File: src/rtl/imem_boot_loader.sv
// imem_boot_loader: splits a 32-bit word stream into big-endian byte writes while holding the core in reset; LOADER_CHECKSUM_EN enables the checksum accumulator
module imem_boot_loader #(
  parameter int WORD_W   = 32,
  parameter int CELL_W   = 8,
  parameter int MEM_SIZE = 256,
  parameter int ADDR_W   = $clog2(MEM_SIZE)
) (
  input  logic              clk,
  input  logic              rst,
  input  logic              start,
  input  logic [ADDR_W-1:0] base_addr,
  input  logic [ADDR_W-1:0] word_count,
  input  logic              in_valid,
  input  logic [WORD_W-1:0] in_data,
  output logic              in_ready,
  output logic              mem_we,
  output logic [ADDR_W-1:0] mem_addr,
  output logic [CELL_W-1:0] mem_wdata,
  output logic              cpu_hold,
  output logic              busy,
  output logic              done,
  output logic              err,
  output logic [WORD_W-1:0] checksum
);
  typedef enum logic [2:0] {IDLE, CHECK, WAIT_WORD, WRITE, FINISH} state_t;
  state_t state, state_nx;
  logic [ADDR_W:0] addr;
  logic [ADDR_W-1:0] remaining;
  logic [WORD_W-1:0] shift;
  logic [1:0] byte_idx;
  logic err_r;
  logic range_bad;
  assign range_bad = (addr + (ADDR_W+1)'(3)) > (ADDR_W+1)'(MEM_SIZE - 1);
  always_ff @(posedge clk) begin
    if (rst) begin
      state     <= IDLE;
      addr      <= '0;
      remaining <= '0;
      shift     <= '0;
      byte_idx  <= '0;
      err_r     <= 1'b0;
    end else begin
      state <= state_nx;
      if (state == IDLE && start) begin
        addr      <= {1'b0, base_addr};
        remaining <= word_count;
        err_r     <= 1'b0;
      end
      if (state == CHECK) err_r <= (remaining != '0) && range_bad;
      if (state == WAIT_WORD && in_valid) begin
        shift    <= in_data;
        byte_idx <= '0;
      end
      if (state == WRITE) begin
        shift    <= shift << CELL_W;
        addr     <= addr + 1'b1;
        byte_idx <= byte_idx + 1'b1;
        if (byte_idx == 2'd3) remaining <= remaining - 1'b1;
      end
    end
  end
`ifdef LOADER_CHECKSUM_EN
  logic [WORD_W-1:0] sum;
  always_ff @(posedge clk) begin
    if (rst) sum <= '0;
    else if (state == IDLE && start) sum <= '0;
    else if (state == WAIT_WORD && in_valid) sum <= sum + in_data;
  end
  assign checksum = sum;
`else
  assign checksum = '0;
`endif
  always_comb begin
    state_nx = state;
    case (state)
      IDLE:      state_nx = start ? CHECK : IDLE;
      CHECK:     state_nx = (remaining == '0 || range_bad) ? FINISH : WAIT_WORD;
      WAIT_WORD: state_nx = in_valid ? WRITE : WAIT_WORD;
      WRITE:     state_nx = (byte_idx == 2'd3) ? CHECK : WRITE;
      FINISH:    state_nx = IDLE;
      default:   state_nx = IDLE;
    endcase
    in_ready  = state == WAIT_WORD;
    mem_we    = state == WRITE;
    mem_addr  = mem_we ? addr[ADDR_W-1:0] : '0;
    mem_wdata = mem_we ? shift[WORD_W-1 -: CELL_W] : '0;
    busy      = state != IDLE;
    cpu_hold  = busy;
    done      = state == FINISH;
    err       = done && err_r;
  end
endmodule

File: config.mk
export PLATFORM = sky130hd
export DESIGN_NAME = imem_boot_loader
export DESIGN_NICKNAME = d
export VERILOG_FILES = /design/src/rtl/imem_boot_loader.sv
export SDC_FILE = /design/constraint.sdc
export NUM_CORES = 1
export LEC_CHECK = 0
export CELL_PAD_IN_SITES_DETAIL_PLACEMENT = 0
export CELL_PAD_IN_SITES_GLOBAL_PLACEMENT = 1
export CORE_ASPECT_RATIO = 1.25
export CORE_UTILIZATION = 35
export CTS_CLUSTER_DIAMETER = 60
export CTS_CLUSTER_SIZE = 30
export DETAILED_ROUTE_END_ITERATION = 10
export PLACE_DENSITY_LB_ADDON = 0.1
export SLEW_MARGIN = 0
export SYNTH_ARGS = -nofsm -noshare
export SYNTH_HDL_FRONTEND = slang
export SYNTH_SLANG_ARGS = --single-unit
File: constraint.sdc
create_clock -name clk -period 2.64 [get_ports clk]
set_input_delay 0.264 -clock clk [delete_from_list [all_inputs] [get_ports clk]]
set_output_delay 0.264 -clock clk [all_outputs]
set_load 0.05 [all_outputs]
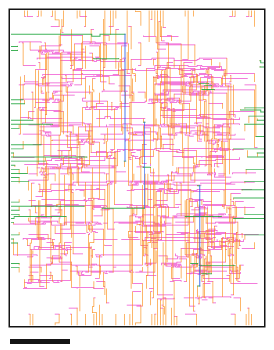
run_1/metal_stack.png
Bar = 20 µm.
- green: met3 (wire length 372 µm)
- blue: met4 (wire length 104 µm)
- orange: met2 (wire length 3820 µm)
- magenta: met1 (wire length 3320 µm)
drt total wl: 7.61 mm
overall routing resource usage: 0.173
WL per Instance: 14.3 µm

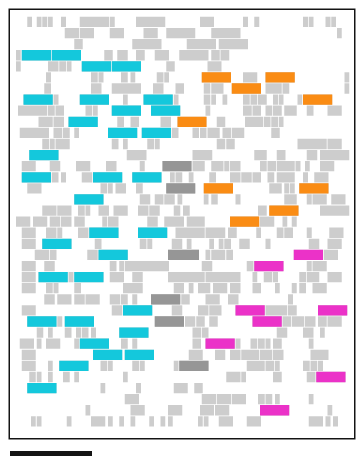
run_1/registers.png
Bar = 20 µm. Other sequential cells in the stronger gray, the rest of the logic in the fainter gray.
- orange: `addr` (sequential cells 9)
- cyan: `shift` (sequential cells 32)
- magenta: `remaining` (sequential cells 8)
P_seq: 0.969 mW
Finished Core Util: 0.477
sequential cell area share: 0.281
Register Area: 1100 µm²

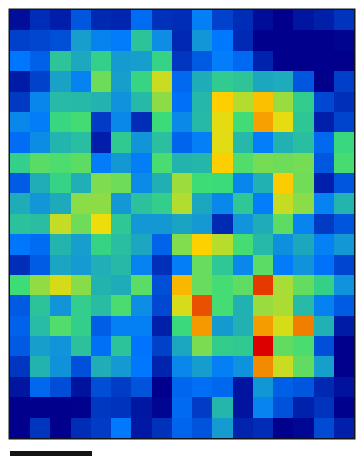
run_1/wire_density.png
Bar = 20 µm. 17 x 21 tiles, from dark blue (low) to red (high), scaled to the fullest tile. Values are wire area over tile area, all layers added.
- nearly empty tiles: 6.7%
- tiles over half the peak: 21%
- mean over tiles: 0.14
- fullest tile: 0.41
Vias: 2714

==> metrics.cfg, run 1 <==
[status]
status=finished, violations left
violations=DRC

[placement]
port_buffers=73
place_congestion=0.773
place_ws_ns=0.419
dpl_cell_area_um2=3810
dp_hpwl_mm=5.39

[layout]
final_cell_area_um2=3930
fillerInstances=860
area_delta_synth_final_pct=32.4
comb_area_um2=1600
drive_gt1_frac=0.0989
n_antenna_cell=0
layout.nets=492

[drt]
viasPerCell=5.10
ant_nets=0
dr.pass1.iters=7
drc=5
drt_iter0_drc=117

[final_timing]
max_freq_mhz=400
rsz0062_at_grt=false
holdWs_ns=0.458
skew_ns=0.0118
slew_headroom=0.642
period_used_share=0.948
max_slew.worst_pin.slew_ns=0.536
timing.setup.tns_ns=0
setup-violations-final=0
final_max_slew_viol_count=0
fin_ws_ns=0.138
post-route-min-period_ns=2.50
hold_viol_final=0

[global_routing]
grt_max_degree=45
grt_pass1_vias=2556
grt_pass1_wl_mm=12.5
overflow=0
grt_antenna_before_repair=0

[hold_path]
min_path_type=reg -> reg

[clock_network]
tritoncts=built
clock_path_buffers=2
worst_skew_pair.late_latency_ns=0.32
cts.sinks=55
ctsHtreeMaxLevel=2
path_clk_slew_ns=0.11
cts_hold_buf=0
cts_root_buf=clkbuf_8
cts_made_buffers=5

[synth]
syn_avg_cell_area_um2=8.02
yosysWarnings=0
synth_area_um2=2970
synthArstFlopShare=0
ys_types=52
synth_stat.cells=370
syn_inst=370
ys_seq_frac=0.371
ys.flops=55
ys_area_um2=2970
edf_count=0
flop_cell=dfxtp_1

[worst_setup_path]
critPathKind=reg -> out
path_max_fanout=13
path_cells=nor3b_1 > and2_1 > clkdlybuf4s50_1
cp.required_ns=2.38
crit_slowest_cell=clkdlybuf4s50_1
slowest_delay_ns=0.79
cp-start-kind=flip-flop
end_kind=output pin
arrival_ns=2.24

[pwr]
ir_drop_uv=235
p_leak_nw=1.43
finalPower_mw=2.19
powerDensity_nw_per_um2=558

[floorplan]
floorplan.core_util=0.360
placementRows=37
io_pins=106
die_w_um=84.3
core_area_um2=8240
die_area_um2=8850
die_h_um=105

[job]
cap_violations=0
warning_count=29

==> run 1: Yosys cell counts, types with 3 or more instances <==
master	count	area, µm²
nand2_1	60	225
dfxtp_1	55	1100
a21oi_1	47	235
buf_4	34	255
a22oi_1	25	188
clkbuf_1	17	63.8
nor2_1	15	56.3
and2_1	14	87.6
inv_1	9	33.8
o21ai_0	9	45.0
a31oi_1	8	50.1
ha_1	6	75.1
buf_2	5	25.0
nand3_1	5	25.0
nand4_1	5	31.3
or3_1	5	31.3
a211oi_1	3	22.5
a32oi_1	3	26.3
nor3b_1	3	22.5
==> run 1: sequential cells by signal, summed over array words and instances (netlist names) <==
signal     cells
state          3
addr           9
byte_idx       2
err_r          1
remaining      8
shift         32
==> run 1: kinds of logic (layout without fill, tap and decap cells) <==
| group | count (synthesis) | in the layout | share of synthesized area |
|---|---|---|---|
| DFF | 55 | 55 | 0.371 |
| AOI/OAI and AO/OA | 109 | 109 | 0.232 |
| other | 1 | 32 | 0.00126 |
| muxes | 2 | 2 | 0.00717 |
| buffers and inverters | 67 | 101 | 0.132 |
| and+or+nand+nor | 130 | 130 | 0.231 |
| adders and majority gates | 6 | 6 | 0.0253 |
==> run 1: cell type report <==
cell class | instances | share of cell area
repair buffers | 83 | 0.241
clock inverters | 3 | 0.0121
inverters | 10 | 0.00956
clock buffers | 5 | 0.0175
multi-input cells | 279 | 0.408
flip-flops and latches | 55 | 0.281
well taps | 97 | 0.0309
==> run 1: worst max-delay path, delay by kind of cell (launching register included) <==
family | cells | cell delay [ns]
and+or+nand+nor | 2 | 0.50
DFF | 1 | 0.63
buffers and inverters | 1 | 0.79
==> run 1: timing repair <==
item,CTS,global route
buffers inserted,0,0
hold endpoints to repair,0,0
resized,0,1
endpoints found under the setup margin,0,2
==> run 1: power breakdown <==
group | switching (mW) | internal (mW)
clock network | 0.306 | 0.288
logic | 0.392 | 0.234
registers | 0.0759 | 0.893
==> run 1: through the flow <==
stage | utilization | std cells
CTS | 0.476 | 532
global placement | 0.462 | 524
detailed placement | 0.462 | 524
global route | 0.477 | 532
floorplan | - | 401
finish | 0.477 | 532
==> run 1: path summary, 6_finish.rpt <==
check             from  depth (start not counted)   endpoint  slack, ns
min          shift[31]                          2  shift[31]       0.46
max           state[2]                          3        err       0.14
max reg2reg    addr[0]                          6   state[1]       0.57
min reg2reg  shift[31]                          2  shift[31]       0.46
==> run 1: placed cells by master (no fill, tap or decap), drive strengths merged, types with 6 or more instances in the layout <==
| cell type | synthesis | final |
|---|---|---|
| nand2 | 60 | 60 |
| clkdlybuf4s50 | 0 | 59 |
| dfxtp | 55 | 55 |
| a21oi | 47 | 47 |
| conb | 1 | 32 |
| a22oi | 25 | 25 |
| buf | 40 | 24 |
| nor2 | 17 | 17 |
| and2 | 14 | 14 |
| inv | 10 | 11 |
| o21ai | 9 | 9 |
| a31oi | 8 | 8 |
| ha | 6 | 6 |
==> run 1: metal layers <==
layer	vias to the layer above	GRT usage	part of all wire
li1	1381	-	-
met1	1257	0.215	0.44
met2	69	0.300	0.50
met3	7	0.0355	0.049
met4	0	0.0533	0.014
met5	-	0	0
run_1/final_congestion.png
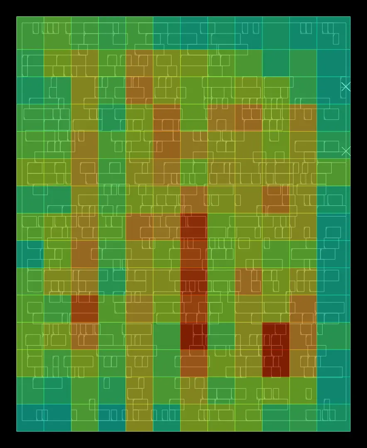

--- run 2 (diff from run 1) ---
--- a/config.mk
+++ b/config.mk
@@ -9,6 +9,7 @@
 export CELL_PAD_IN_SITES_GLOBAL_PLACEMENT = 1
 export CORE_ASPECT_RATIO = 1.25
 export CORE_UTILIZATION = 35
+export CTS_BUF_LIST = sky130_fd_sc_hd__clkbuf_16
 export CTS_CLUSTER_DIAMETER = 60
 export CTS_CLUSTER_SIZE = 30
 export DETAILED_ROUTE_END_ITERATION = 10
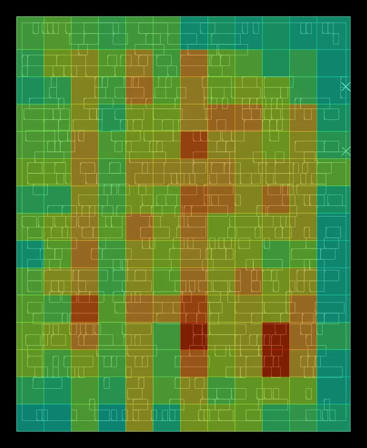
run_2/final_congestion.png
WL per Instance: 14.4 µm
GR Util met2: 0.302
grt peak-use layer: met2
overall routing resource usage: 0.175

==> metrics.cfg, run 2 <==
[clock_network]
tritoncts=built
path_clk_slew_ns=0.08  ; -0.03 ns
cts_setup_buffers=0  ; unchanged
cts_made_buffers=5  ; unchanged
cts_root_buf=clkbuf_16
worst_skew_pair.late_latency_ns=0.30  ; -0.02 ns
ctsHtreeMaxLevel=2  ; unchanged
clock_path_buffers=2  ; unchanged
cts.sinks=55  ; unchanged

[hold_path]
hold_depth=2  ; unchanged
min_path_type=reg -> reg

[final_timing]
hold_viol_final=0  ; unchanged
skew_ns=0.00670  ; -0.00512 ns
max_slew.worst_pin.slew_ns=0.550  ; +0.0133 ns
final_max_slew_viol_count=0  ; unchanged
max_freq_mhz=404  ; +1.1%
fin_ws_ns=0.165  ; +0.0265 ns
setup-violations-final=0  ; unchanged
slew_headroom=0.633  ; -0.00891
post-route-min-period_ns=2.48  ; -0.0265 ns
holdWs_ns=0.453  ; -0.00478 ns
rsz0062_at_grt=false
timing.setup.tns_ns=0  ; unchanged
period_used_share=0.938  ; -0.0100

[status]
violations=DRC
status=finished, violations left

[synth]
synth_area_um2=2970  ; unchanged
synth_top_cell_by_area=dfxtp_1
top_cell=nand2_1
yosysWarnings=0  ; unchanged
top_cells_by_count=60 x nand2_1, 55 x dfxtp_1, 47 x a21oi_1, 34 x buf_4, 25 x a22oi_1
ys.flops=55  ; unchanged
flop_cell=dfxtp_1
synth_stat.cells=370  ; unchanged
ys_types=52  ; unchanged
synth_top_area_share=0.371  ; unchanged
syn_avg_cell_area_um2=8.02  ; unchanged
ys_area_um2=2970  ; unchanged
edf_count=0  ; unchanged
ys_seq_frac=0.371  ; unchanged
syn_inst=370  ; unchanged
ys_top_cells_by_area=dfxtp_1 37%, buf_4 8.6%, a21oi_1 7.9%
synthArstFlopShare=0  ; unchanged

[worst_setup_path]
timing.rr.start=addr[0]
setup.worst_path.start=state[2]
critPathBufInv=1  ; unchanged
crit_path_end=err
cp-start-kind=flip-flop
crit_slowest_cell=clkdlybuf4s50_1
crit_family=buffers and inverters
reg2reg_to=state[1]
arrival_ns=2.21  ; -0.03 ns
worst-path-stages=3  ; unchanged
end_kind=output pin
cp.required_ns=2.38  ; about the same
reg2regPathDepth=6  ; unchanged
critPathKind=reg -> out
regToRegSetupSlack_ns=0.56  ; about the same
path_cells=nor3b_1 > and2_1 > clkdlybuf4s50_1
slowest_delay_ns=0.79  ; about the same
path_max_fanout=13  ; unchanged

[drt]
drt_iter0_drc=128  ; +9.4%
viasPerCell=5.09  ; -0.26%
drt_wl_total_mm=7.68  ; +0.83%
drc=5  ; unchanged
dr.pass1.iters=7  ; unchanged
ant_nets=0  ; unchanged
vias=2707  ; -0.26%

[layout]
layout.nets=492  ; unchanged
lay_top_count=nand2_1
instances_no_fill=532  ; unchanged
final_cell_mix=60 x nand2_1, 59 x clkdlybuf4s50_1, 54 x dfxtp_1
regMostFlops=shift
drive_gt1_frac=0.0989  ; unchanged
final_cell_area_um2=3980  ; +1.4%
area_delta_synth_final_pct=34.3
fillerInstances=856  ; -0.47%
n_antenna_cell=0  ; unchanged
largestRegisters=shift (32), addr (9), remaining (8)
largest_reg_flops=32  ; unchanged

[pwr]
pwr-share-clk=0.328  ; +0.057
p_seq_frac=0.408  ; -0.035
p_int_mw=1.58  ; +12%
power_frac_comb=0.264  ; -0.022
powerDensity_nw_per_um2=597  ; +7.0%
netSwitchingFraction=0.335  ; -0.0184
switchingPower_mw=0.796  ; +2.9%
finalPower_mw=2.38  ; +8.5%
ir_drop_uv=283  ; +21%
p_leak_nw=1.46  ; +1.8%

[placement]
dp_hpwl_mm=5.39  ; unchanged
placed_cells=524  ; unchanged
port_buffers=73  ; unchanged
dpl_cell_area_um2=3810  ; unchanged
place_ws_ns=0.419  ; unchanged
place_congestion=0.773  ; unchanged

[floorplan]
core_area_um2=8240  ; unchanged
io_pins=106  ; unchanged
die_h_um=105  ; unchanged
die_area_um2=8850  ; unchanged
floorplan.core_util=0.360  ; unchanged
die_w_um=84.3  ; unchanged

[global_routing]
grt_pass1_wl_mm=12.5  ; +0.33%
grt_pass1_vias=2571  ; +0.59%
grt_antenna_before_repair=0  ; unchanged
overflow=0  ; unchanged
grt_max_degree=45  ; unchanged

[job]
cap_violations=0  ; unchanged
warning_count=29  ; unchanged

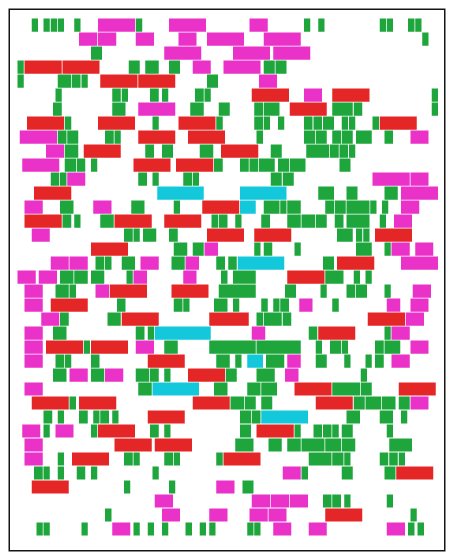
run_2/cell_classes.png
- magenta: other buffers and delay cells (cells 83; share of their area 24%)
- red: flip-flops (cells 55; share of their area 29%)
- green: all other logic (cells 289; share of their area 43%)
- cyan: clock drivers and dummy loads (cells 8; share of their area 4.5%)
Rows: 37
sequential cell area share: 0.277
Finished Core Util: 0.483

run 2: power by group through the flow:
stage               Clock, mW  Sequential (mW)  Combinational [mW]
CTS                     0.802            0.968               0.632
floorplan                   0            0.948               0.500
global placement            0            0.986               0.627
finish                  0.780            0.970               0.628
detailed placement          0            0.988               0.630
global route            0.838            0.981               0.683
run 2: final cells by class:
type                    instances  area [µm²]  area share
inverters                      10        37.5     0.00942
repair buffers                 83         946       0.237
multi-input cells             279        1600       0.403
well taps                      97         121      0.0305
clock inverters                 3        47.5      0.0119
flip-flops and latches         55        1100       0.277
clock buffers                   5         125      0.0314
run 2: timing repair:
action | CTS | global route
resized | 0 | 1
hold buffers | 0 | 0
setup endpoints to repair | 0 | 2
run 2: worst min-delay path: stages (launching register included):
cell     delay [ns]
dfxtp_1        0.31
nand2_1        0.05
a21oi_1        0.05
run 2: worst min path at each step:
stage,from,to
after detailed placement,shift[30],shift[30]
final,shift[31],shift[31]
after CTS,shift[30],shift[30]
after global routing,shift[18],shift[18]
after floorplan,base_addr[6],addr[6]
after global placement,shift[24],shift[24]
run 2: kinds of logic (layout without fill, tap and decap cells):
logic type | Yosys count | count (layout) | share of synthesized area
fa+ha+maj | 6 | 6 | 0.0253
mux | 2 | 2 | 0.00717
flops | 55 | 55 | 0.371
compound gates | 109 | 109 | 0.232
buf+inv | 67 | 101 | 0.132
other cells | 1 | 32 | 0.00126
simple gates | 130 | 130 | 0.231
run 2: metal layers:
metal	GRT usage	vias up	routed length [µm]
met5	0	-	0
met4	0.0569	0	111
met3	0.0427	8	376
met2	0.302	67	3790
met1	0.213	1253	3400
li1	-	1379	-
--- run 3 (diff from run 2) ---
--- a/config.mk
+++ b/config.mk
@@ -13,6 +13,7 @@
 export CTS_CLUSTER_DIAMETER = 60
 export CTS_CLUSTER_SIZE = 30
 export DETAILED_ROUTE_END_ITERATION = 10
+export HOLD_SLACK_MARGIN = 0.03
 export PLACE_DENSITY_LB_ADDON = 0.1
 export SLEW_MARGIN = 0
 export SYNTH_ARGS = -nofsm -noshare
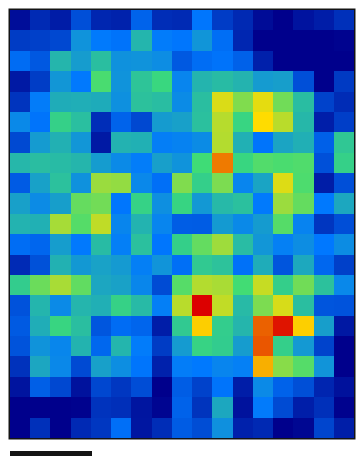
run_3/wire_density.png
Bar = 20 µm. 17 x 21 tiles, from dark blue (low) to red (high), scaled to the fullest tile. Values are wire area over tile area, all layers added.
- nearly empty tiles: 6.7%
- tiles over half the peak: 15%
- mean over tiles: 0.14
- fullest tile: 0.45
drt total wl: 7.68 mm
Vias: 2707

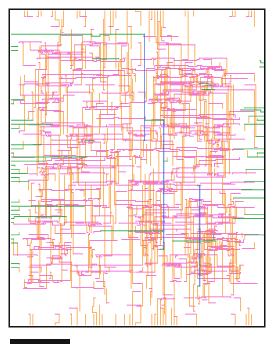
run_3/metal_stack.png
Bar = 20 µm.

==> metrics.cfg, run 3 <==
[status]
status=finished, violations left
violations=DRC

[synth]
ys_area_um2=2970  ; unchanged
synth_top_cell_by_area=dfxtp_1
ys_types=52  ; unchanged
ys_top_cells_by_area=dfxtp_1 37%, buf_4 8.6%, a21oi_1 7.9%
syn_inst=370  ; unchanged
top_cell=nand2_1
synth_top_area_share=0.371  ; unchanged
top_cells_by_count=60 x nand2_1, 55 x dfxtp_1, 47 x a21oi_1, 34 x buf_4, 25 x a22oi_1
flop_cell=dfxtp_1
ys_seq_frac=0.371  ; unchanged
ys.flops=55  ; unchanged
edf_count=0  ; unchanged
synth_area_um2=2970  ; unchanged
synthArstFlopShare=0  ; unchanged
yosysWarnings=0  ; unchanged
synth_stat.cells=370  ; unchanged
syn_avg_cell_area_um2=8.02  ; unchanged

[final_timing]
skew_ns=0.00670  ; unchanged
holdWs_ns=0.453  ; unchanged
post-route-min-period_ns=2.48  ; unchanged
setup-violations-final=0  ; unchanged
hold_viol_final=0  ; unchanged
rsz0062_at_grt=false
max_freq_mhz=404  ; unchanged
final_max_slew_viol_count=0  ; unchanged
timing.setup.tns_ns=0  ; unchanged
max_slew.worst_pin.slew_ns=0.550  ; unchanged
slew_headroom=0.633  ; unchanged
period_used_share=0.938  ; unchanged

[placement]
dp_hpwl_mm=5.39  ; unchanged
port_buffers=73  ; unchanged
place_congestion=0.773  ; unchanged

[clock_network]
cts.repair.resized=0  ; unchanged
cts_setup_buffers=0  ; unchanged
cts_root_buf=clkbuf_16
tritoncts=built
ctsHtreeMaxLevel=2  ; unchanged
path_clk_slew_ns=0.08  ; about the same
worst_skew_pair.late_latency_ns=0.30  ; about the same
cts.sinks=55  ; unchanged
cts_made_buffers=5  ; unchanged
clock_path_buffers=2  ; unchanged
cts_hold_buf=0  ; unchanged

[global_routing]
overflow=0  ; unchanged
grt_pass1_wl_mm=12.5  ; unchanged
grt_pass1_vias=2571  ; unchanged
grt_use_total=0.175  ; unchanged
grt_antenna_before_repair=0  ; unchanged
grt_max_degree=45  ; unchanged

[worst_setup_path]
end_kind=output pin
arrival_ns=2.21  ; about the same
cp-start-kind=flip-flop
critPathKind=reg -> out
path_max_fanout=13  ; unchanged
cp.required_ns=2.38  ; about the same

[floorplan]
die_h_um=105  ; unchanged
core_area_um2=8240  ; unchanged
die_w_um=84.3  ; unchanged
floorplan.core_util=0.360  ; unchanged
die_area_um2=8850  ; unchanged
placementRows=37  ; unchanged
io_pins=106  ; unchanged

[layout]
comb_area_um2=1600  ; unchanged
layout.nets=492  ; unchanged
largestRegisters=shift (32), addr (9), remaining (8)
largest_reg_flops=32  ; unchanged
final_cell_mix=60 x nand2_1, 59 x clkdlybuf4s50_1, 54 x dfxtp_1
drive_gt1_frac=0.0989  ; unchanged
fillerInstances=856  ; unchanged
lay_top_count=nand2_1
regArea_um2=1100  ; unchanged
regMostFlops=shift
n_antenna_cell=0  ; unchanged
area_delta_synth_final_pct=34.3  ; unchanged

[drt]
viasPerCell=5.09  ; unchanged
drc=5  ; unchanged
drt_iter0_drc=128  ; unchanged
ant_nets=0  ; unchanged
wl_per_cell_um=14.4  ; unchanged
dr.pass1.iters=7  ; unchanged

[job]
cap_violations=0  ; unchanged
warning_count=29  ; unchanged

[hold_path]
min_path_type=reg -> reg

[pwr]
p_leak_nw=1.46  ; unchanged
ir_drop_uv=283  ; unchanged
powerDensity_nw_per_um2=597  ; unchanged

==> run 3: cell type report <==
type	count	share of cell area
multi-input cells	279	0.403
flip-flops and latches	55	0.277
repair buffers	83	0.237
clock buffers	5	0.0314
well taps	97	0.0305
clock inverters	3	0.0119
inverters	10	0.00942
==> run 3: cell families after synthesis <==
family / count (synthesis) / share of synthesized area
flops: 55 / 0.371
compound gates: 109 / 0.232
other cells: 1 / 0.00126
buf+inv: 67 / 0.132
simple gates: 130 / 0.231
mux: 2 / 0.00717
fa+ha+maj: 6 / 0.0253
==> run 3: critical path, stage by stage, from the launching register on <==
cell and delay (ns):
dfxtp_1 0.63, nor3b_1 0.33, and2_1 0.17, clkdlybuf4s50_1 0.79
==> run 3: final timing paths <==
| check | startpoint | to | slack, ns | cells past startpoint |
|---|---|---|---|---|
| setup / recovery | state[2] | err | 0.16 | 3 |
| setup reg to reg | addr[0] | state[1] | 0.56 | 6 |
| hold / removal | shift[31] | shift[31] | 0.45 | 2 |
| hold reg to reg | shift[31] | shift[31] | 0.45 | 2 |
==> run 3: metrics by stage <==
step	utilization	setup slack (ns)	total power, mW	std cells	area (µm²)
after floorplan	-	0.0692	1.45	401	3080
after global placement	0.462	0.452	1.61	524	3810
after detailed placement	0.462	0.419	1.62	524	3810
after CTS	0.483	0.0825	2.40	532	3980
after global routing	0.483	0.0592	2.50	532	3980
final	0.483	0.165	2.38	532	3980
==> run 3: routing by layer <==
| metal | track usage | wire length, µm | vias to the layer above |
|---|---|---|---|
| met2 | 0.302 | 3790 | 67 |
| met5 | 0 | 0 | - |
| met1 | 0.213 | 3400 | 1253 |
| li1 | - | - | 1379 |
| met3 | 0.0427 | 376 | 8 |
| met4 | 0.0569 | 111 | 0 |
==> run 3: power by group <==
group | internal, mW | switching [mW] | total [mW]
logic | 0.234 | 0.393 | 0.628
registers | 0.893 | 0.0769 | 0.970
clock network | 0.454 | 0.326 | 0.780
total | 1.58 | 0.796 | 2.38
Power figures rest on the tool's default switching activity, not on a simulated workload.
